==> config.mk <==
export PLATFORM = sky130hd
export DESIGN_NAME = mult_datapath
export DESIGN_NICKNAME = d
export VERILOG_FILES = /design/src/rtl/mult_pkg.sv /design/src/rtl/mult_acc.sv /design/src/rtl/mult_datapath.sv
export SDC_FILE = /design/constraint.sdc
export NUM_CORES = 1
export LEC_CHECK = 0
export CORE_MARGIN = 2
export CORE_UTILIZATION = 45
export CTS_CLUSTER_DIAMETER = 30
export DETAILED_ROUTE_END_ITERATION = 10
export PLACE_DENSITY_LB_ADDON = 0.2
export SYNTH_ARGS = -nofsm -noshare
export SYNTH_HDL_FRONTEND = slang
export SYNTH_SLANG_ARGS = --single-unit
==> constraint.sdc <==
create_clock -name clk -period 4.6 [get_ports clk]
set_input_delay 0.69 -clock clk [delete_from_list [all_inputs] [get_ports clk]]
set_output_delay 0.69 -clock clk [all_outputs]
set_load 0.01 [all_outputs]
==> images/cell_density.png <==
Drawn at 4 px/µm. The die is cut into 8 by 8 equal tiles; white is low, dark blue is high, 0 to 100% covered.
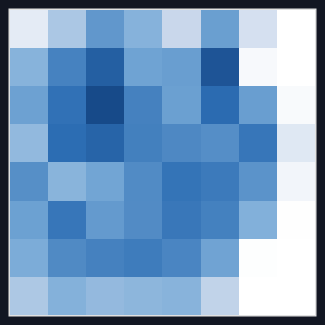
mean over tiles = 48%
densest ninth of the die = middle
nearly empty tiles = 11%
fullest tile = 90%
emptiest ninth of the die = bottom right
tiles over 75% full = 9.4%
Finished Core Util: 56.3%
fp util: 46.3%
Std-Cell Core Area: 0.00507 mm²

==> images/clocks.png <==
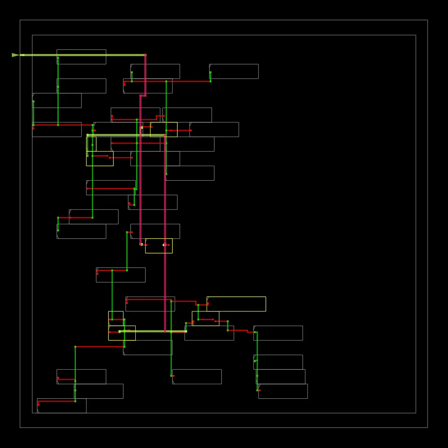
# clk buffers: 5
Sink Count: 32

==> images/clk_routes.png <==
Drawn at 4 px/µm.
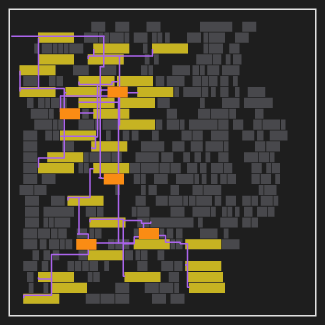
orange -> clock drivers  # count 5
purple -> clock wires  # length 415 µm
yellow -> flip-flops  # count 32
routed clock nets = 6
clock network power: 0.268 mW
insertion delay to the later sink of the worst-skew pair: 280 ps

==> images/layer_met3.png <==
Drawn at 6 px/µm. Cells faint in the background.
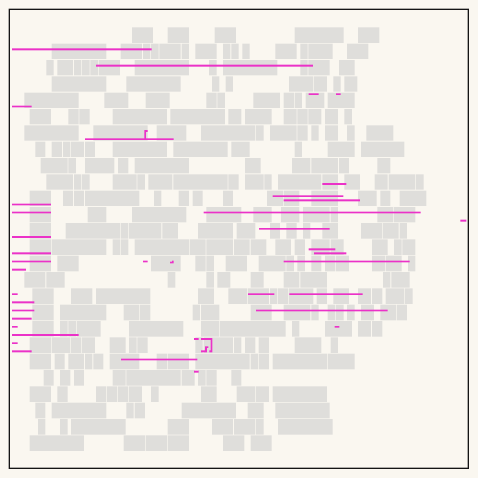
wire length on this layer = 301 µm
share of all routed wire = 5.6%
Total Wirelength: 5.38 mm
overall via count from detail_route: 2,041

==> images/layer_met1.png <==
Drawn at 4 px/µm. Supply wires on this layer in grey.
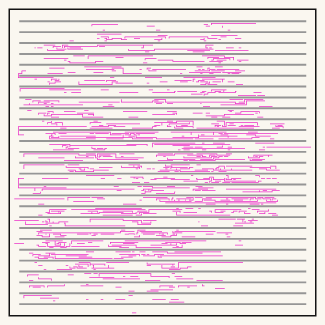
longest straight run = 27.6 µm
share of all routed wire = 47%
nets with wire on the layer = 291
wire length on this layer = 2,530 µm
fraction of met1 tracks used by global routing: 28.1%

==> run notes <==
Quick summary of the implementation run below.

The share of total power dissipated in combinational logic is 53.4%. The design draws 1.67 mW. The chip area estimate from yosys synthesis is 0.00235 mm². The shortest period the worst path allows is 3760 ps. The clock network takes up 3.89% of total cell area after layout. The global router's overall resource usage is 19.5%.

Per the OpenROAD floorplan log, the height of the die is 76.3 µm. The synthesis report lists the most area-consuming cells as dfrtp_1, ha_1, nand2_1, mux2_2, a21oi_1. The share of cells above drive strength 1 came out at 8.08%. The count of synthesis-stage warnings from yosys is 0.

The number of synthesized flops with an enable pin is 0. The logic gate fraction of the total cell area came out at 50.0%. The leakage power in the latest report is 1.32 nW. The power density over the cells came out at 583 mW/mm². The power report shows net switching accounting for 42.7% of the total.

The chip occupies 0.00582 mm². The endpoint required time on the critical path is 4740 ps. Yosys shows that the main logic family after synthesis is AND-OR/OR-AND gates.

The detailed-routed wire length on met3 is 300 µm. The routed length on met1 came out at 2.53 mm. Hold repair after CTS inserted 0 buffers. In this run the biggest area consumer among cell types represents 34.1% of the synthesized area. Note that the worst hold path type here is reg -> reg. The number of warnings in the stage logs is 36. Signal nets in the final route climb as high as met4. The setup clock skew after layout came out at 6.82 ps. Pin placement for this block handled 36 I/O pins.

The layout-stage area growth over the synthesis result is 21.7%. The width of the chip came out at 76.3 µm. The final worst slack is 841 ps. The multi-input combinational gate total came out at 202. Of all cell types, the one taking the most synthesized area is dfrtp_1.

In this run the deepest clock path goes through 2 buffers. The flow ran to the end, and the final reports show no timing, DRC or antenna violations. OpenROAD reports that the post-layout worst path occupies 81.7% of the period.
## power groups by stage
stage | combinational [mW] | clock (mW) | sequential, mW
2_1_floorplan | 0.606 | 0 | 0.505
3_3_place_gp | 0.882 | 0 | 0.511
3_5_place_dp | 0.891 | 0 | 0.513
4_1_cts | 0.897 | 0.271 | 0.510
5_1_grt | 0.997 | 0.286 | 0.530
6_report | 0.891 | 0.268 | 0.509
## critical path: stages
cell,delay [ps]
clkdlybuf4s50_1,540
nand2b_1,240
nor3_1,290
ha_1,210
inv_1,50
fa_1,400
a21o_1,180
a21oi_1,230
o21ai_0,130
mux2_1,320
a2111oi_1,500
o21ai_1,120
Power is estimated from default activity; no workload was simulated.
